==> config.mk <==
export PLATFORM = sky130hd
export DESIGN_NAME = cacheline_adaptor
export DESIGN_NICKNAME = d
export VERILOG_FILES = /design/src/rtl/cacheline_adaptor.sv
export SDC_FILE = /design/constraint.sdc
export NUM_CORES = 1
export LEC_CHECK = 0
export ABC_CLOCK_PERIOD_IN_PS = 8000
export CORE_AREA = 5 5 274 276
export CTS_CLUSTER_DIAMETER = 200
export DETAILED_ROUTE_END_ITERATION = 10
export DIE_AREA = 0 0 279 281
export PLACE_DENSITY_LB_ADDON = 0.05
export SETUP_SLACK_MARGIN = 0.4
export SYNTH_ARGS = -nofsm -noshare
export SYNTH_HDL_FRONTEND = slang
export SYNTH_SLANG_ARGS = --single-unit
==> constraint.sdc <==
create_clock -name clk -period 8 [get_ports clk]
set_clock_uncertainty 0.2 [all_clocks]
set_input_delay 0.8 -clock clk [delete_from_list [all_inputs] [get_ports clk]]
set_output_delay 0.8 -clock clk [all_outputs]
set_load 0.005 [all_outputs]
==> src/rtl/cacheline_adaptor.sv <==
// Bridges the cache's single-line pmem port to a four-beat burst memory port.
// Reads assemble beats into pmem_rdata; writes slice the latched line into beats.
module cacheline_adaptor #(
    parameter int s_line  = 256,
    parameter int s_burst = 64
) (
    input  logic                clk,
    input  logic                rst,
    input  logic [31:0]         pmem_address,
    input  logic                pmem_read,
    input  logic                pmem_write,
    input  logic [s_line-1:0]   pmem_wdata,
    output logic [s_line-1:0]   pmem_rdata,
    output logic                pmem_resp,
    output logic [31:0]         address_o,
    output logic                read_o,
    output logic                write_o,
    output logic [s_burst-1:0]  burst_o,
    input  logic [s_burst-1:0]  burst_i,
    input  logic                resp_i
);

    typedef enum logic [1:0] {
        IDLE  = 2'd0,
        READ  = 2'd1,
        WRITE = 2'd2,
        DONE  = 2'd3
    } state_t;

    state_t              state_r;
    logic [1:0]          cnt_r;
    logic [s_line-1:0]   line_r;
    logic [1:0]          next_cnt_s;
    logic [s_burst-1:0]  next_beat_s;

    // Beat that goes on burst_o once the current write beat is accepted
    always_comb begin
        next_cnt_s  = cnt_r + 2'd1;
        next_beat_s = line_r[int'(next_cnt_s) * s_burst +: s_burst];
    end

    // Transaction FSM; every port output is a register updated on the transition into its state
    always_ff @(posedge clk) begin
        if (rst) begin
            state_r    <= IDLE;
            cnt_r      <= 2'd0;
            line_r     <= '0;
            pmem_rdata <= '0;
            pmem_resp  <= 1'b0;
            address_o  <= 32'd0;
            read_o     <= 1'b0;
            write_o    <= 1'b0;
            burst_o    <= '0;
        end else begin
            case (state_r)
                IDLE: begin
                    if (pmem_write) begin
                        state_r   <= WRITE;
                        cnt_r     <= 2'd0;
                        line_r    <= pmem_wdata;
                        write_o   <= 1'b1;
                        address_o <= {pmem_address[31:5], 5'd0};
                        burst_o   <= pmem_wdata[s_burst-1:0];
                    end else if (pmem_read) begin
                        state_r   <= READ;
                        cnt_r     <= 2'd0;
                        read_o    <= 1'b1;
                        address_o <= {pmem_address[31:5], 5'd0};
                    end else begin
                        state_r   <= IDLE;
                    end
                end
                READ: begin
                    if (resp_i) begin
                        pmem_rdata[int'(cnt_r) * s_burst +: s_burst] <= burst_i;
                        if (cnt_r == 2'd3) begin
                            state_r   <= DONE;
                            cnt_r     <= 2'd0;
                            read_o    <= 1'b0;
                            address_o <= 32'd0;
                            pmem_resp <= 1'b1;
                        end else begin
                            cnt_r     <= next_cnt_s;
                        end
                    end else begin
                        state_r <= READ;
                    end
                end
                WRITE: begin
                    if (resp_i) begin
                        if (cnt_r == 2'd3) begin
                            state_r   <= DONE;
                            cnt_r     <= 2'd0;
                            write_o   <= 1'b0;
                            address_o <= 32'd0;
                            burst_o   <= '0;
                            pmem_resp <= 1'b1;
                        end else begin
                            cnt_r     <= next_cnt_s;
                            burst_o   <= next_beat_s;
                        end
                    end else begin
                        state_r <= WRITE;
                    end
                end
                DONE: begin
                    // The cache drops its strobe during this cycle, so IDLE never sees a stale request
                    state_r   <= IDLE;
                    pmem_resp <= 1'b0;
                end
                default: begin
                    state_r   <= IDLE;
                    cnt_r     <= 2'd0;
                    pmem_resp <= 1'b0;
                    address_o <= 32'd0;
                    read_o    <= 1'b0;
                    write_o   <= 1'b0;
                    burst_o   <= '0;
                end
            endcase
        end
    end

endmodule

==> results.py <==
# Generated from Yosys and OpenROAD reports
metrics = {
    "setup_path": {
        "timing.rr.end": "burst_o[31]",
        "crit_chain": "inv_1 -> ha_2 -> buf_4 -> clkinv_1 -> a222oi_1 -> a211oi_1",
        "worst-path-stages": 6,
        "critPathLaunchType": "register",
        "worstPathRequired_ns": 8.22,
        "path_buffers": 3,
    },
    "cts": {
        "post_cts_buffers": 0,
        "post_cts_resized": 0,
        "cts_tree": "built",
    },
    "placement": {
        "placed_cell_area_um2": 31100,
        "port_buffers": 701,
        "hpwl_um": 65500,
        "place.gp.congestion": 0.845,
    },
    "synth": {
        "ys_chip_area_um2": 23700,
        "yosys_cells": 2546,
        "synth.area.mux_share_pct": 6.25,
        "synth_flop_count": 610,
        "synth_cells": 2546,
    },
    "final_layout": {
        "comb_area_um2": 10400,
        "largest_cell_class": "flip-flops and latches",
        "fin_nets": 3475,
        "fin_cells": 4139,
        "seqCellArea_um2": 12200,
        "nonClkBufAreaFrac_pct": 21.6,
        "nonClockInverterCount": 7,
    },
    "power": {
        "switchingPower_mw": 2.18,
        "cellPowerDensity_nw_per_um2": 238,
        "maxPowerGroup": "sequential cells",
        "pwr-share-seq_pct": 41.8,
        "comb_cell_power_mw": 1.36,
        "p_clk_share_pct": 41.1,
    },
    "grt": {
        "grt_pass1_wl_um": 142000,
        "grt_start_max_net_pins": 185,
    },
    "detailed_routing": {
        "drtPass1Iterations": 7,
        "wl_per_cell_um": 23.7,
        "ant_nets": 0,
    },
    "run_status": {
        "status": "finished clean",
    },
    "timing": {
        "hold_violations": 0,
        "whs_ns": 0.249,
        "period_used_pct": 44.1,
        "setup_viol": 0,
        "slew_headroom_pct": 17.5,
        "tightestPinTransition_ns": 1.24,
        "tns_ns": 0,
    },
    "min_path": {
        "hp-start": "pmem_rdata[179]",
        "holdCritPathClass": "register to register",
        "hold_depth": 2,
    },
    "job": {
        "tool_warnings": 51,
    },
    "floorplan": {
        "floorplan.die_area_um2": 78400,
    },
}
worst min-delay path: stages (launching register included):
cell	delay, ns
dfxtp_1	0.30
nand2_1	0.05
a21oi_1	0.05
routing by layer:
layer | global-route usage (%) | vias up | share of wire (%)
met5 | 0 | - | 0.18
met4 | 9.14 | 26 | 3.1
met3 | 7.47 | 161 | 8.1
met2 | 38.9 | 720 | 48
met1 | 28.5 | 10500 | 40
li1 | - | 10200 | -
layout by cell type (no fill, tap or decap), types with 16 or more instances in the layout:
cell / instances
clkdlybuf4s50_1: 699
nor2b_1: 49
o21ai_0: 35
clkbuf_16: 72
nand2_1: 578
diode_2: 21
clkbuf_1: 16
mux4_2: 47
a222oi_1: 17
mux2_2: 36
a32oi_1: 64
dfxtp_1: 609
nand3_1: 114
nor2_1: 67
buf_4: 26
clkbuf_8: 23
a22o_1: 155
a21oi_1: 342
a221oi_1: 48
a211oi_1: 17
and3b_1: 49
synthesized netlist by cell type, drive strengths merged:
cell type,n,area share [%]
a211oi,17,0.54
a21bo,1,0.042
a21oi,342,7.2
a221oi,48,1.8
a222oi,17,0.72
a22o,155,5.7
a311oi,2,0.074
a31oi,4,0.22
a32oi,64,2.4
and2,1,0.026
and3,1,0.026
and3b,51,1.9
and4bb,2,0.11
buf,132,3.2
clkbuf,114,1.8
clkinv,1,0.016
conb,1,0.016
dfxtp,610,51
ha,13,0.69
inv,6,0.095
mux2,36,1.7
mux2i,2,0.084
mux4,47,4.5
nand2,579,9.2
nand2b,4,0.15
nand3,116,2.4
nand4,1,0.026
nor2,68,1.1
nor2b,49,1.3
nor3,2,0.063
nor3b,2,0.11
nor4,1,0.090
nor4b,3,0.20
o211a,1,0.042
o211ai,1,0.032
o21ai,50,1.1
or2,1,0.026
or3b,1,0.037
**The clock network**

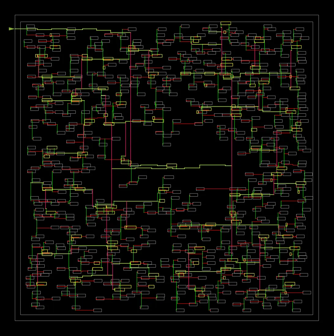
clk sinks: 610
Power Clock: 3.28 mW
Latency at later pin: 0.60 ns
clk_buf instances: 111
CTS Buf Count: 71

**Power grid**

Scale bar: 100 um. Pins as bars on the die edge.
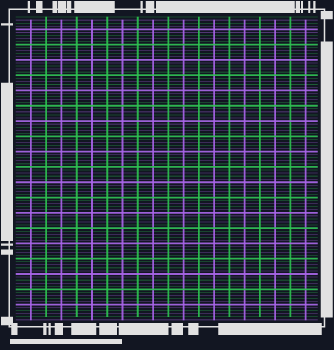
legend:
  VDD:
    colour: green
  VSS:
    colour: purple
met5 straps: 19
met1 rails: 100
rows: 99
signal pins: 712
met4 straps: 19
Core Region: 72300 um^2
Die Wd: 279 um

**Routed metal, one colour a layer**

Scale bar: 100 um.
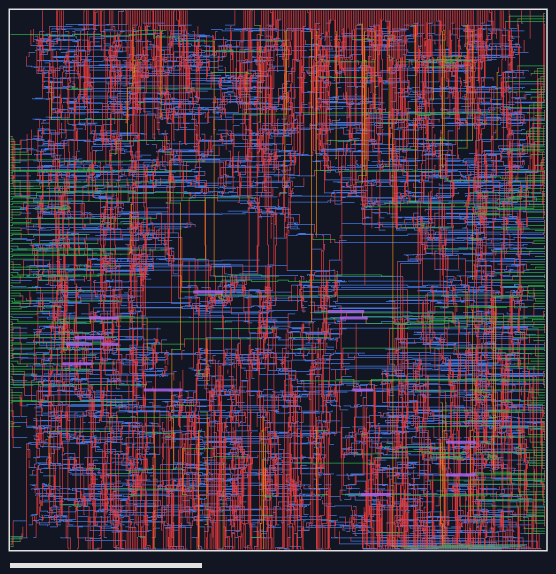
legend:
  metal 1:
    colour: blue
    wire_length: 39.7 mm
  metal 4:
    colour: orange
    wire_length: 3070 um
  metal 3:
    colour: green
    wire_length: 7970 um
  metal 2:
    colour: red
    wire_length: 47.3 mm
  metal 5:
    colour: purple
    wire_length: 174 um
routed vias: 21600
Post-Route WL: 98200 um
All-Layer GR Usage: 23.5%

**Placement by cell class**

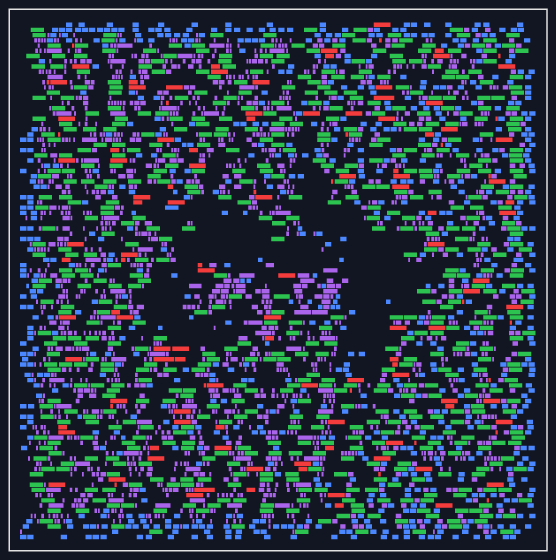
legend:
  combinational and other logic:
    colour: purple
    cells: 1694
  clock drivers and dummy loads:
    colour: red
    cells: 127
  sequential cells:
    colour: green
    cells: 610
  remaining buffers and delay cells:
    colour: blue
    cells: 728
sequential cell area share: 36.5%
Finished Cell Area: 33500 um^2

**Clock network drawn from the DEF**

Scale bar: 100 um.
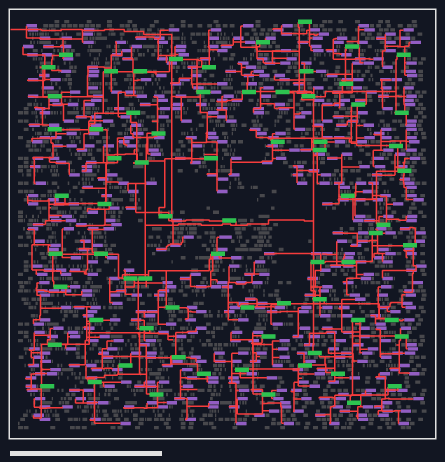
legend:
  clock drivers:
    colour: green
    count: 71
  clock wires:
    colour: red
    length: 8510 um
  flip-flops:
    colour: purple
    count: 610
routed clock nets: 72

Power figures rest on the tool's default switching activity, not on a simulated workload.
